File: src/rtl/conv_layer_engine.sv
// Channel-generic convolution layer: one MAC per tap streamed from BRAM, bias read from
// the weight BRAM, optional ReLU, saturated results written to the result BRAM.
module conv_layer_engine #(
  parameter int DATA_SIZE = 16,
  parameter int FRAC_BITS = 0,
  parameter int IMG       = 12,
  parameter int K         = 5,
  parameter int IN_CH     = 6,
  parameter int OUT_CH    = 16,
  parameter int RD_LAT    = 2,
  parameter int W_AW      = 12,
  parameter int IN_AW     = 10,
  parameter int OUT_AW    = 10,
  parameter int BIAS_BASE = 2400
) (
  input  logic                 clk,
  input  logic                 rst,
  // start is a one-cycle request taken only in IDLE; done is a one-cycle pulse that
  // follows the final result write. There is no back-pressure on either side.
  input  logic                 start,
  input  logic                 relu_en,
  output logic                 busy,
  output logic                 done,
  output logic                 bias_weights_bram_ena,
  output logic [W_AW-1:0]      bias_weights_bram_addra,
  input  logic [DATA_SIZE-1:0] bias_weights_bram_douta,
  output logic                 input_bram_ena,
  output logic [IN_AW-1:0]     input_bram_addra,
  input  logic [DATA_SIZE-1:0] input_bram_douta,
  output logic                 result_bram_wea,
  output logic [OUT_AW-1:0]    result_bram_addra,
  output logic [DATA_SIZE-1:0] result_bram_dina,
  output logic [2:0]           o_dbg_state
);

  localparam int OUT   = IMG - K + 1;
  localparam int TAPS  = IN_CH * K * K;
  localparam int ACC_W = 2 * DATA_SIZE + $clog2(TAPS) + 1;
  localparam int CW    = 16;

  localparam logic [CW-1:0] K_LAST   = CW'(K - 1);
  localparam logic [CW-1:0] CH_LAST  = CW'(IN_CH - 1);
  localparam logic [CW-1:0] O_LAST   = CW'(OUT - 1);
  localparam logic [CW-1:0] F_LAST   = CW'(OUT_CH - 1);
  localparam logic [CW-1:0] LAT_LAST = CW'(RD_LAT);

  localparam logic [31:0] W_F_STRIDE = 32'(TAPS);
  localparam logic [31:0] KK         = 32'(K * K);
  localparam logic [31:0] K32        = 32'(K);
  localparam logic [31:0] IMG32      = 32'(IMG);
  localparam logic [31:0] IMG2       = 32'(IMG * IMG);
  localparam logic [31:0] OUT32      = 32'(OUT);
  localparam logic [31:0] OO         = 32'(OUT * OUT);
  localparam logic [31:0] BB32       = 32'(BIAS_BASE);

  localparam logic signed [ACC_W-1:0] SAT_MAX = ACC_W'((64'sd1 <<< (DATA_SIZE - 1)) - 64'sd1);
  localparam logic signed [ACC_W-1:0] SAT_MIN = ~SAT_MAX;

  typedef enum logic [2:0] {
    S_IDLE  = 3'd0,
    S_BIAS  = 3'd1,
    S_TAP   = 3'd2,
    S_WRITE = 3'd3,
    S_DONE  = 3'd4
  } state_t;

  state_t                  r_state;
  logic                    r_relu;
  logic [CW-1:0]           r_lat;
  logic [CW-1:0]           r_f, r_r, r_c, r_ch, r_ky, r_kx;
  logic signed [ACC_W-1:0] r_acc;
  logic [DATA_SIZE-1:0]    r_bias;
  logic                    r_busy, r_done;
  logic                    r_w_ena, r_i_ena, r_wea;
  logic [W_AW-1:0]         r_w_addr;
  logic [IN_AW-1:0]        r_i_addr;
  logic [OUT_AW-1:0]       r_res_addr;
  logic [DATA_SIZE-1:0]    r_res_data;

  logic                    w_tap_last, w_pix_last, w_f_last;
  logic [CW-1:0]           w_nkx, w_nky, w_nch, w_nc, w_nr;
  logic [CW-1:0]           w_ir, w_ic, w_ich, w_iky, w_ikx, w_bf;
  logic [W_AW-1:0]         w_waddr, w_baddr;
  logic [IN_AW-1:0]        w_iaddr;
  logic [OUT_AW-1:0]       w_raddr;
  logic signed [2*DATA_SIZE-1:0] w_prod;
  logic signed [ACC_W-1:0] w_acc_next, w_shift, w_y, w_bias_in, w_bias_hold;
  logic [DATA_SIZE-1:0]    w_sat;

  // Loop bookkeeping: successor of the current tap and of the current pixel.
  always_comb begin
    w_tap_last = (r_ch == CH_LAST) && (r_ky == K_LAST) && (r_kx == K_LAST);
    w_pix_last = (r_r == O_LAST) && (r_c == O_LAST);
    w_f_last   = (r_f == F_LAST);
    w_nkx = r_kx + CW'(1);
    w_nky = r_ky;
    w_nch = r_ch;
    if (r_kx == K_LAST) begin
      w_nkx = '0;
      w_nky = r_ky + CW'(1);
      if (r_ky == K_LAST) begin
        w_nky = '0;
        w_nch = r_ch + CW'(1);
      end
    end
    w_nc = r_c + CW'(1);
    w_nr = r_r;
    if (r_c == O_LAST) begin
      w_nc = '0;
      w_nr = r_r + CW'(1);
    end
  end

  // Indices of the next read to issue; tap indices restart at 0 on every new pixel.
  always_comb begin
    w_ir  = r_r;
    w_ic  = r_c;
    w_ich = '0;
    w_iky = '0;
    w_ikx = '0;
    if (r_state == S_TAP) begin
      w_ich = w_nch;
      w_iky = w_nky;
      w_ikx = w_nkx;
    end else if (r_state == S_WRITE) begin
      w_ir = w_nr;
      w_ic = w_nc;
    end
    w_bf    = (r_state == S_IDLE) ? '0 : r_f + CW'(1);
    w_waddr = W_AW'(32'(r_f) * W_F_STRIDE + 32'(w_ich) * KK + 32'(w_iky) * K32 + 32'(w_ikx));
    w_iaddr = IN_AW'(32'(w_ich) * IMG2 + (32'(w_ir) + 32'(w_iky)) * IMG32 + 32'(w_ic) + 32'(w_ikx));
    w_baddr = W_AW'(BB32 + 32'(w_bf));
    w_raddr = OUT_AW'(32'(r_f) * OO + 32'(r_r) * OUT32 + 32'(r_c));
  end

  assign w_prod      = $signed(input_bram_douta) * $signed(bias_weights_bram_douta);
  assign w_acc_next  = r_acc + ACC_W'(w_prod);
  assign w_shift     = w_acc_next >>> FRAC_BITS;
  assign w_bias_in   = ACC_W'($signed(bias_weights_bram_douta)) <<< FRAC_BITS;
  assign w_bias_hold = ACC_W'($signed(r_bias)) <<< FRAC_BITS;

  always_comb begin
    w_y = w_shift;
    if (r_relu && (w_shift < 0)) w_y = '0;
    if (w_y > SAT_MAX)      w_sat = SAT_MAX[DATA_SIZE-1:0];
    else if (w_y < SAT_MIN) w_sat = SAT_MIN[DATA_SIZE-1:0];
    else                    w_sat = w_y[DATA_SIZE-1:0];
  end

  always_ff @(posedge clk or posedge rst) begin
    if (rst) begin
      r_state    <= S_IDLE;
      r_relu     <= 1'b0;
      r_lat      <= '0;
      r_f        <= '0;
      r_r        <= '0;
      r_c        <= '0;
      r_ch       <= '0;
      r_ky       <= '0;
      r_kx       <= '0;
      r_acc      <= '0;
      r_bias     <= '0;
      r_busy     <= 1'b0;
      r_done     <= 1'b0;
      r_w_ena    <= 1'b0;
      r_i_ena    <= 1'b0;
      r_wea      <= 1'b0;
      r_w_addr   <= '0;
      r_i_addr   <= '0;
      r_res_addr <= '0;
      r_res_data <= '0;
    end else begin
      // Strobes are single-cycle; addresses keep their last value.
      r_w_ena <= 1'b0;
      r_i_ena <= 1'b0;
      r_wea   <= 1'b0;
      r_done  <= 1'b0;
      case (r_state)
        S_IDLE: begin
          if (start) begin
            r_state  <= S_BIAS;
            r_busy   <= 1'b1;
            r_relu   <= relu_en;
            r_lat    <= '0;
            r_f      <= '0;
            r_r      <= '0;
            r_c      <= '0;
            r_ch     <= '0;
            r_ky     <= '0;
            r_kx     <= '0;
            r_w_ena  <= 1'b1;
            r_w_addr <= w_baddr;
          end
        end
        S_BIAS: begin
          if (r_lat == LAT_LAST) begin
            r_bias   <= bias_weights_bram_douta;
            r_acc    <= w_bias_in;
            r_lat    <= '0;
            r_state  <= S_TAP;
            r_w_ena  <= 1'b1;
            r_w_addr <= w_waddr;
            r_i_ena  <= 1'b1;
            r_i_addr <= w_iaddr;
          end else begin
            r_lat <= r_lat + CW'(1);
          end
        end
        S_TAP: begin
          if (r_lat == LAT_LAST) begin
            r_acc <= w_acc_next;
            r_lat <= '0;
            if (w_tap_last) begin
              r_state    <= S_WRITE;
              r_wea      <= 1'b1;
              r_res_addr <= w_raddr;
              r_res_data <= w_sat;
              r_ch       <= '0;
              r_ky       <= '0;
              r_kx       <= '0;
            end else begin
              r_ch     <= w_nch;
              r_ky     <= w_nky;
              r_kx     <= w_nkx;
              r_w_ena  <= 1'b1;
              r_w_addr <= w_waddr;
              r_i_ena  <= 1'b1;
              r_i_addr <= w_iaddr;
            end
          end else begin
            r_lat <= r_lat + CW'(1);
          end
        end
        S_WRITE: begin
          r_lat <= '0;
          if (!w_pix_last) begin
            r_r      <= w_nr;
            r_c      <= w_nc;
            r_acc    <= w_bias_hold;
            r_state  <= S_TAP;
            r_w_ena  <= 1'b1;
            r_w_addr <= w_waddr;
            r_i_ena  <= 1'b1;
            r_i_addr <= w_iaddr;
          end else if (!w_f_last) begin
            r_f      <= r_f + CW'(1);
            r_r      <= '0;
            r_c      <= '0;
            r_state  <= S_BIAS;
            r_w_ena  <= 1'b1;
            r_w_addr <= w_baddr;
          end else begin
            r_state <= S_DONE;
            r_done  <= 1'b1;
          end
        end
        S_DONE: begin
          r_busy  <= 1'b0;
          r_state <= S_IDLE;
        end
        default: r_state <= S_IDLE;
      endcase
    end
  end

  assign busy                    = r_busy;
  assign done                    = r_done;
  assign bias_weights_bram_ena   = r_w_ena;
  assign bias_weights_bram_addra = r_w_addr;
  assign input_bram_ena          = r_i_ena;
  assign input_bram_addra        = r_i_addr;
  assign result_bram_wea         = r_wea;
  assign result_bram_addra       = r_res_addr;
  assign result_bram_dina        = r_res_data;
  assign o_dbg_state             = r_state;

endmodule

File: config.mk
export PLATFORM = sky130hd
export DESIGN_NAME = conv_layer_engine
export DESIGN_NICKNAME = d
export VERILOG_FILES = /design/src/rtl/conv_layer_engine.sv
export SDC_FILE = /design/constraint.sdc
export NUM_CORES = 2
export LEC_CHECK = 0
export ABC_AREA = 1
export CORE_MARGIN = 1
export CORE_UTILIZATION = 60
export DETAILED_ROUTE_END_ITERATION = 6
export GPL_TIMING_DRIVEN = 0
export PLACE_DENSITY = 0.78
export SLEW_MARGIN = 5
export SYNTH_ARGS = -nofsm -noshare
export SYNTH_HDL_FRONTEND = slang
export SYNTH_SLANG_ARGS = --single-unit
export TNS_END_PERCENT = 100
File: constraint.sdc
create_clock -name clk -period 8.29 [get_ports clk]
set_input_delay 0.829 -clock clk [delete_from_list [all_inputs] [get_ports clk]]
set_output_delay 0.829 -clock clk [all_outputs]
set_load 0.01 [all_outputs]
==> results_dict.tcl <==
# flow metrics
set metrics [dict create \
    grt_max_degree 118 \
    drtPass1Iterations 7 \
    mux_share 0 \
    busiest_layer "met1" \
    clock_skew_ns 0.01347 \
    yosys_warnings 0 \
    grt_util_met1 0.5028 \
    antenna_found_initial 0 \
    slowest_stage "fa_2" \
    nFlopsAndLatches 226 \
    worstPathMaxFanout 10 \
    dominant_cells "multi-input combinational cells" \
    wl_met1_mm 37.41 \
    status "complete, no violations" \
    die_y_um 227.8 \
    nNonClkBuffers 178 \
    yosys.stat.chipArea_um2 30580 \
    synthCells 4039 \
    boundaryPins 92 \
    cts.path.max_buffers 3 \
    worstMarginPinSlew_ns 1.079 \
    clkLatencyLatePin_ns 0.57 \
    period_used_share 0.9462 \
    tns_ns 0 \
    synthesis.nets 4713 \
    wl_met3_mm 8.926 \
    postCtsSetupBuffers 0 \
    drt-initial-drc-count 2725 \
    r2r_cells 33 \
    cts.repair.resized 2 \
    inv_count 1016 \
    syn_area_per_cell_um2 7.571 \
    overflow 0 \
    relSlewSlack 0.2749 \
    clkbuf_count 34 \
    vias 26410 \
    layout.nonclk_buf_frac 0.03529 \
    cpPeakStageDelay_ns 0.71 \
    drive_above_1_share 0.03057 \
    logic_area_um2 20650 \
    crit_type "input pin to flop" \
    grtUsageMet2 0.4969 \
    multi_input_comb_cells 2684 \
    startpoint_type "input pin" \
    comb_share 0.6222 \
    min_to "input_bram_addra[3]" \
    topCellsByArea "fa_1 (26%), dfrtp_1 (18%), inv_1 (12%)" \
    drv_cap 0 \
    cpMostUsedCell "nand2_1" \
    ys_seq_frac 0.1849 \
    ys_async_sr_fraction 1.000 \
    via_per_inst 5.470 \
    die_x_um 227.8 \
    cts_root_buf "clkbuf_16" \
    slew_violations 0 \
    layout_top_cells "nand2_1 (997), inv_1 (996), fa_1 (399), nor2_1 (237), ha_1 (236)" \
    fp_util 0.6095 \
    wl_per_cell_um 17.37 \
    crit_arrival_ns 8.35 \
    period_needed_ns 7.844 \
    ys_sh_xor 0.02864 \
    dp_cells 4775 \
    fmax_mhz 127.5 \
    nets 4808 \
    diodes 0 \
    hold_path_depth 2 \
    drc_errors 0 \
    grt_pass1_wl_mm 137.6 \
    synth.distinct_cells 55 \
    hold_path_startpoint "input_bram_addra[3]" \
]
[worst register-to-register path: cells and delay by family (launching register included)]
family | cells | cell delay, ns
AOI/OAI and AO/OA | 7 | 1.18
adders and majority gates | 7 | 2.97
buffers and inverters | 9 | 0.94
DFF | 1 | 0.38
and+or+nand+nor | 10 | 2.13
[registers in the layout (all words and copies together) (netlist names), 3 cells and up]
name                     flops
r_bias                      16
result_bram_addra           10
r_c                         16
r_lat                       16
r_ky                        16
r_r                         16
r_f                         16
bias_weights_bram_addra     12
o_dbg_state                  3
r_acc                       41
result_bram_dina            16
input_bram_addra            10
r_kx                        16
r_ch                        16
floorplan.png
The bar under the picture is 50 um long. Pins as bars on the die edge.
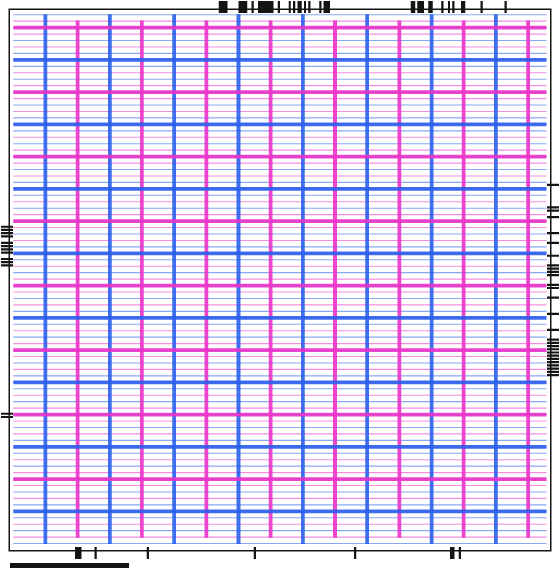
color	net
blue	VSS
magenta	VDD
met5 straps	16
rows	82
met4 straps	16
met1 rails	83

class_map.png
The bar under the picture is 50 um long.
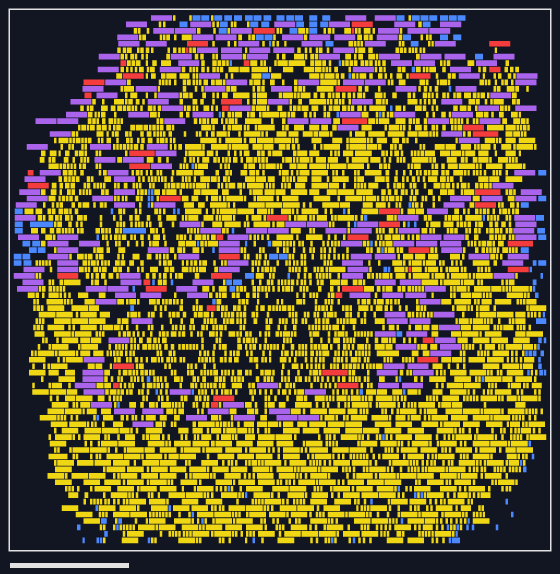
color	class	cells
purple	registers	226
yellow	remaining logic cells	3700
red	clock drivers and dummy loads	51
blue	remaining buffers and delay cells	178

clock_wires.png
The bar under the picture is 50 um long.
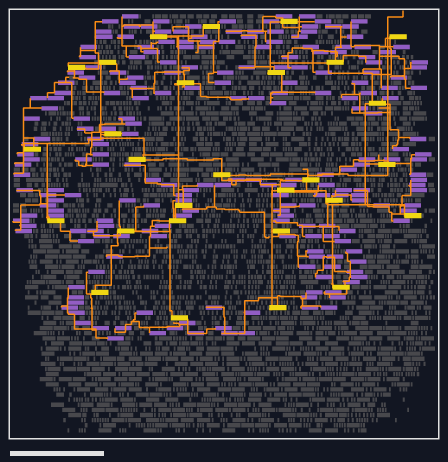
[orange] clock wires | length: 3570 um
[yellow] clock-net drivers | count: 28
[purple] flip-flops | count: 226
routed clock nets	29

layers.png
Only two layers are drawn.
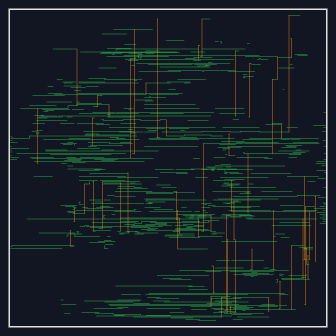
color	layer	wire length
orange	M4	1760 um
green	M3	8930 um

placed.png
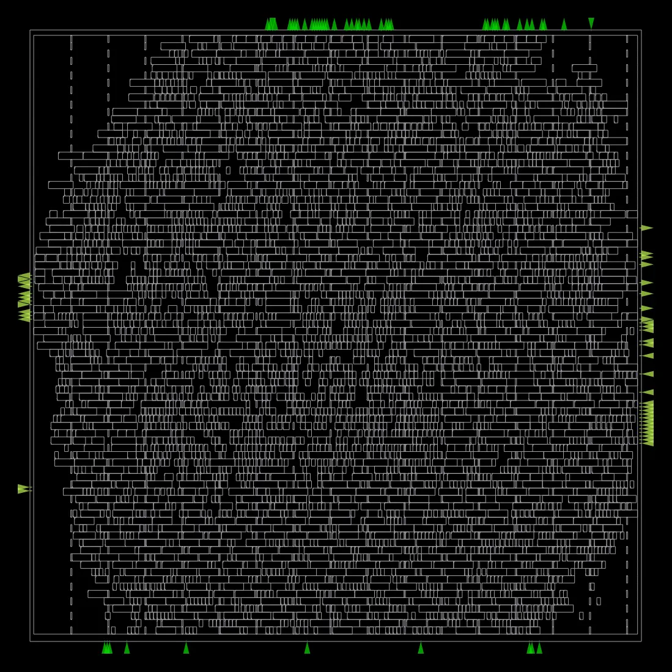
standard-cell rows: 82
Fillers: 4300
sequential cell area share: 0.1704
non-filler instance count after layout: 4827
Finished Core Util: 0.6614

